placed.png
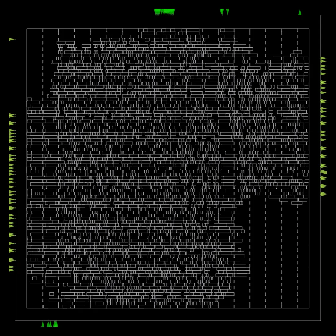
pinout.png
Scale: 2 px per um. Pins as bars across the die edge, other pins in gray.
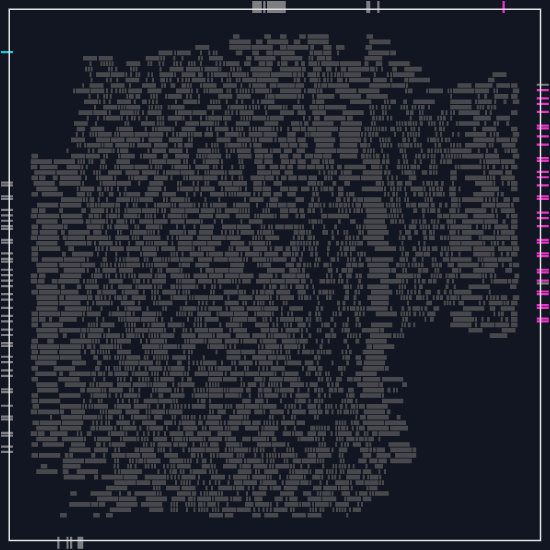
layers.png
Scale: 1.5 px per um. Two of the layers only.
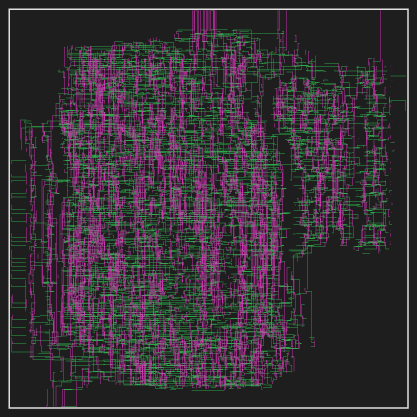
m2.png
Scale: 1.5 px per um. Cells faint in the background.
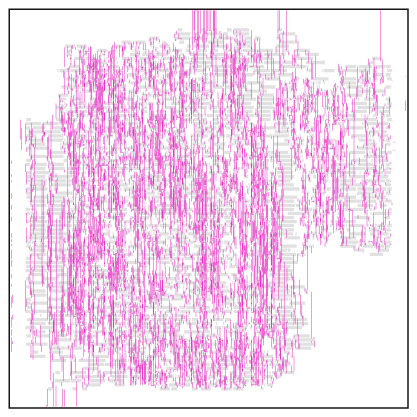
closeup.png
Region (112, 112) to (152, 152) um. Cells in gray, sequential cells in the stronger gray; small squares are vias.
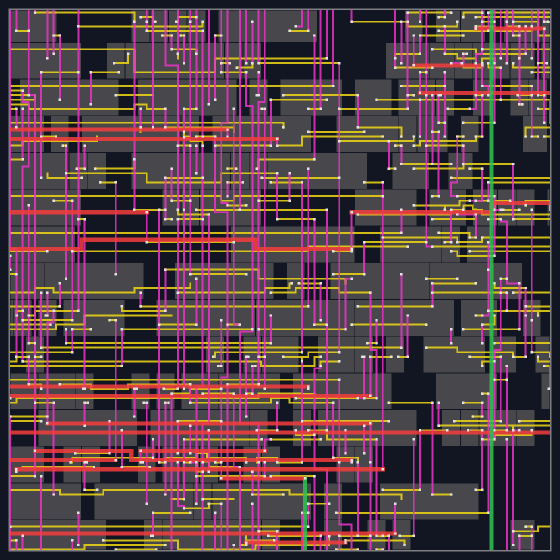
<file path="config.mk">
export PLATFORM = sky130hd
export DESIGN_NAME = double_multiplier_core
export DESIGN_NICKNAME = d
export VERILOG_FILES = /design/src/rtl/double_multiplier_core.sv
export SDC_FILE = /design/constraint.sdc
export NUM_CORES = 2
export LEC_CHECK = 0
export ABC_AREA = 1
export CAP_MARGIN = 0
export CORE_MARGIN = 10
export CORE_UTILIZATION = 50
export CTS_BUF_LIST = sky130_fd_sc_hd__clkbuf_16
export CTS_CLUSTER_DIAMETER = 40
export DETAILED_ROUTE_END_ITERATION = 7
export HOLD_SLACK_MARGIN = 0.03
export PLACE_DENSITY = 0.67
export SYNTH_ARGS = -nofsm -noshare
export SYNTH_HDL_FRONTEND = slang
export SYNTH_SLANG_ARGS = --single-unit
</file>
<file path="constraint.sdc">
create_clock -name clk -period 7.53 [get_ports clk]
set_clock_uncertainty 0.2 [all_clocks]
set_input_delay 0.753 -clock clk [delete_from_list [all_inputs] [get_ports clk]]
set_output_delay 0.753 -clock clk [all_outputs]
set_load 0.1 [all_outputs]
</file>
<file path="src/rtl/double_multiplier_core.sv">
// Fully pipelined IEEE-754 single-precision multiplier.
// Operands are registered on every edge where ready=1. A result appears on
// res with a one-cycle done pulse four edges after the operands were captured.
// Denormal inputs are flushed to zero, rounding is round-to-nearest-even, and
// NaN outputs always carry an all-ones mantissa.
module double_multiplier_core (
    input  logic        clk,
    input  logic        rst,
    input  logic        ready,
    input  logic [31:0] op1,
    input  logic [31:0] op2,
    output logic [31:0] res,
    output logic        done
);
    localparam int STAGES = 4;

    // Unpacked operands plus classification flags (S1 -> S2)
    typedef struct packed {
        logic        s;
        logic [9:0]  e;
        logic [23:0] ma;
        logic [23:0] mb;
        logic        nan;
        logic        inf;
        logic        zero;
    } s1_t;

    // Raw significand product (S2 -> S3)
    typedef struct packed {
        logic        s;
        logic [9:0]  e;
        logic [47:0] prod;
        logic        nan;
        logic        inf;
        logic        zero;
    } s2_t;

    // vld_pipe[0] = capture register, [1..3] = S1..S3, [4] = output register
    logic [STAGES:0] vld_pipe;
    logic [31:0]     a_q, b_q;
    s1_t             s1_d, s1_q;
    s2_t             s2_d, s2_q;
    logic [31:0]     s3_d, s3_q;

    // Valid shift register; reset drops every in-flight result
    always_ff @(posedge clk) begin
        if (!rst) vld_pipe <= '0;
        else      vld_pipe <= {vld_pipe[STAGES-1:0], ready};
    end

    assign done = vld_pipe[STAGES];

    // Operand capture
    always_ff @(posedge clk) begin
        if (rst && ready) begin
            a_q <= op1;
            b_q <= op2;
        end
    end

    // S1: unpack and classify; exponent zero means zero or denormal, both flushed
    always_comb begin
        logic [7:0]  ea, eb;
        logic [22:0] fa, fb;
        logic        a_zero, b_zero, a_inf, b_inf, a_nan, b_nan;
        s1_d   = '0;
        ea     = a_q[30:23];
        eb     = b_q[30:23];
        fa     = a_q[22:0];
        fb     = b_q[22:0];
        a_zero = (ea == 8'h00);
        b_zero = (eb == 8'h00);
        a_inf  = (ea == 8'hFF) && (fa == 23'h0);
        b_inf  = (eb == 8'hFF) && (fb == 23'h0);
        a_nan  = (ea == 8'hFF) && (fa != 23'h0);
        b_nan  = (eb == 8'hFF) && (fb != 23'h0);
        s1_d.s    = a_q[31] ^ b_q[31];
        s1_d.e    = {2'b00, ea} + {2'b00, eb} - 10'd127;
        s1_d.ma   = {1'b1, fa};
        s1_d.mb   = {1'b1, fb};
        s1_d.nan  = a_nan | b_nan | (a_inf & b_zero) | (a_zero & b_inf);
        s1_d.inf  = a_inf | b_inf;
        s1_d.zero = a_zero | b_zero;
    end

    // S1 register
    always_ff @(posedge clk) begin
        if (rst && vld_pipe[0]) s1_q <= s1_d;
    end

    // S2: 24x24 significand multiply, hidden bits included
    always_comb begin
        s2_d      = '0;
        s2_d.s    = s1_q.s;
        s2_d.e    = s1_q.e;
        s2_d.prod = {24'h0, s1_q.ma} * {24'h0, s1_q.mb};
        s2_d.nan  = s1_q.nan;
        s2_d.inf  = s1_q.inf;
        s2_d.zero = s1_q.zero;
    end

    // S2 register
    always_ff @(posedge clk) begin
        if (rst && vld_pipe[1]) s2_q <= s2_d;
    end

    // S3: normalize, round to nearest even, range-check, resolve special cases
    always_comb begin
        logic [22:0] mant;
        logic        guard, sticky, rnd;
        logic [24:0] mr;
        logic [9:0]  e_n, e_f;
        logic [22:0] frac;
        logic        ovf, udf;
        // product of two [1,2) significands is in [1,4); bit 47 flags the [2,4) case
        if (s2_q.prod[47]) begin
            mant   = s2_q.prod[46:24];
            guard  = s2_q.prod[23];
            sticky = |s2_q.prod[22:0];
            e_n    = s2_q.e + 10'd1;
        end else begin
            mant   = s2_q.prod[45:23];
            guard  = s2_q.prod[22];
            sticky = |s2_q.prod[21:0];
            e_n    = s2_q.e;
        end
        rnd = guard & (sticky | mant[0]);
        mr  = {2'b01, mant} + {24'h0, rnd};
        // all-ones mantissa rounding up carries into bit 24: renormalize
        if (mr[24]) begin
            frac = mr[23:1];
            e_f  = e_n + 10'd1;
        end else begin
            frac = mr[22:0];
            e_f  = e_n;
        end
        ovf = ($signed(e_f) >= 10'sd255);
        udf = ($signed(e_f) <= 10'sd0);
        if (s2_q.nan)       s3_d = {s2_q.s, 8'hFF, 23'h7FFFFF};
        else if (s2_q.inf)  s3_d = {s2_q.s, 8'hFF, 23'h0};
        else if (s2_q.zero) s3_d = {s2_q.s, 31'h0};
        else if (ovf)       s3_d = {s2_q.s, 8'hFF, 23'h0};
        else if (udf)       s3_d = {s2_q.s, 31'h0};
        else                s3_d = {s2_q.s, e_f[7:0], frac};
    end

    // S3 register
    always_ff @(posedge clk) begin
        if (rst && vld_pipe[2]) s3_q <= s3_d;
    end

    // S4: output register, holds its value through bubbles
    always_ff @(posedge clk) begin
        if (!rst)             res <= 32'h0;
        else if (vld_pipe[3]) res <= s3_q;
    end
endmodule

</file>
==> reports/qor.csv <==
metric;value;unit
status;completed;
cell mode on critical path;fa_1;
core area;59200;um2
Yosys warning count;0;
EDFF count, synth;218;
CTS Buf Count;35;
asr flop ratio synth;0;
fin. max-slew vios;0;
worst r2r path cells;25;
yosys cell count;3414;
first-pass GRT wire length;112000;um
worst-path maximum fanout;9;
WS Path Type;flip-flop to flip-flop;
Top cells by area;fa_1 32%, edfxtp_1 22%, inv_1 12%, nand2_1 10%, ha_1 8.0%;
Post-synth seq share;0.243;
# DRC;0;
Global Route met1 Usage;0.259;
grt peak-use layer;met2;
Top FF cell, synth;edfxtp_1;
Max Root-Sink Buffers;3;
Detailed Place HPWL;55300;um
crit-path leading delay family;adder cells;
tool warning count;27;
Netlist Area Pre-Place;30000;um2
CP Capture Type;flip-flop;
die area;70100;um2
Peak supply drop;0.192;mV
Hold Vio Cnt, Final;0;
Back to the opening pictures, placed.png:
FFs & Latches: 255
Core Util, Final: 0.562

Back to the opening pictures, pinout.png:
[`clk`] cyan | pins: 1 | direction: input | edge: left
[`res`] magenta | pins: 32 | direction: output | edge: 31 right, 1 top
Die Y: 265 um
IO buf count: 99
chip width: 265 um

Back to the opening pictures, layers.png:
[M2] magenta | wire length: 30.4 mm
[M1] green | wire length: 29.0 mm
Global Route Usage Sum: 0.196
wire per inst: 15.5 um
final WL: 66800 um
via count: 21139

Back to the opening pictures, m2.png:
longest straight run: 83.6 um
nets with wire on the layer: 3343
wire length on this layer: 30.4 mm
GR Util met2: 0.318

Back to the opening pictures, closeup.png:
[M2] magenta
[M3] red
[M4] green
[M1] yellow
most frequent: inv_1 (34), fa_1 (28), nand2_1 (24)
sequential cells in the window: 0
cells with their middle in the window: 127

## through the flow
step / hold WS (ps) / power [mW] / utilization / cells / worst slack, ps
6_report: 217 / 6.75 / 0.562 / 4315 / 374
5_1_grt: 228 / 7.32 / 0.562 / 4315 / 24.5
4_1_cts: 219 / 6.79 / 0.561 / 4312 / 315
3_5_place_dp: 206 / 5.14 / 0.542 / 4250 / 338
3_3_place_gp: 203 / 5.15 / 0.542 / 4250 / 329
2_1_floorplan: 200 / 4.18 / - / 3414 / 854
## path summary, 6_finish.rpt
path / startpoint / endpoint / slack, ps
setup / recovery: s1_q[6] / s2_q[37] / 370
hold / removal: s1_q[60] / s2_q[60] / 220
setup reg to reg: s1_q[6] / s2_q[37] / 370
hold reg to reg: s1_q[60] / s2_q[60] / 220
## worst register-to-register path, delay by kind of cell (launching register included)
kind                       cells  cell delay, ps
buffers and inverters          7             590
xor gates and xnor gates       1             250
and+or+nand+nor                6             840
DFF                            1             620
adders and majority gates      8            3890
AOI/OAI and AO/OA              3             570
## final cells by class
class                   count  area (um2)
fillers                  5369       26000
multi-input cells        2094       18600
clock inverters            25         231
repair buffers            185        1740
well taps                 773         967
inverters                 946        3550
clock buffers              37         926
flip-flops and latches    255        7290
## where the power goes
part | internal [mW] | switching [mW] | total (mW) | leakage [nW]
Clock | 0.951 | 0.658 | 1.61 | 0.580
Combinational | 1.28 | 2.06 | 3.34 | 15.0
Sequential | 1.77 | 0.0373 | 1.80 | 2.35
Total | 4.00 | 2.76 | 6.75 | 17.9
## cells by family (layout without fill, tap and decap cells)
| family | Yosys count | count (layout) | synth area share |
|---|---|---|---|
| simple gates | 1155 | 1155 | 0.160 |
| buf+inv | 1065 | 1193 | 0.137 |
| fa+ha+maj | 674 | 674 | 0.402 |
| flops | 255 | 255 | 0.243 |
| compound gates | 198 | 198 | 0.0369 |
| xor+xnor | 67 | 67 | 0.0202 |
## per-layer routing
| metal | vias to the layer above | part of all wire |
|---|---|---|
| met5 | - | 0.00019 |
| met4 | 2 | 0.023 |
| met3 | 98 | 0.086 |
| met2 | 610 | 0.46 |
| met1 | 10174 | 0.44 |
| li1 | 10255 | - |
## flip-flops by register name, summed over array words and instances (netlist names)
name,cells
b_q,32
s2_q,62
vld_pipe,5
s1_q,60
s3_q,32
res,32
a_q,32
## placed cells by master (no fill, tap or decap), drive strengths merged, types with 37 or more instances in the layout
cell and count:
nand2 849, fa 483, dfxtp 37, clkdlybuf4s50 99
edfxtp 218, xor2 49, a21oi 63, clkbuf 37
nor2 167, o21ai 90, buf 86, ha 191
nand3 70, inv 953
## repair_timing
item                                    CTS  global route
setup buffers                             0             3
endpoints found under the setup margin    0             1
resized                                   0             1
No activity file was given, so power comes from the tool's default toggle rates.
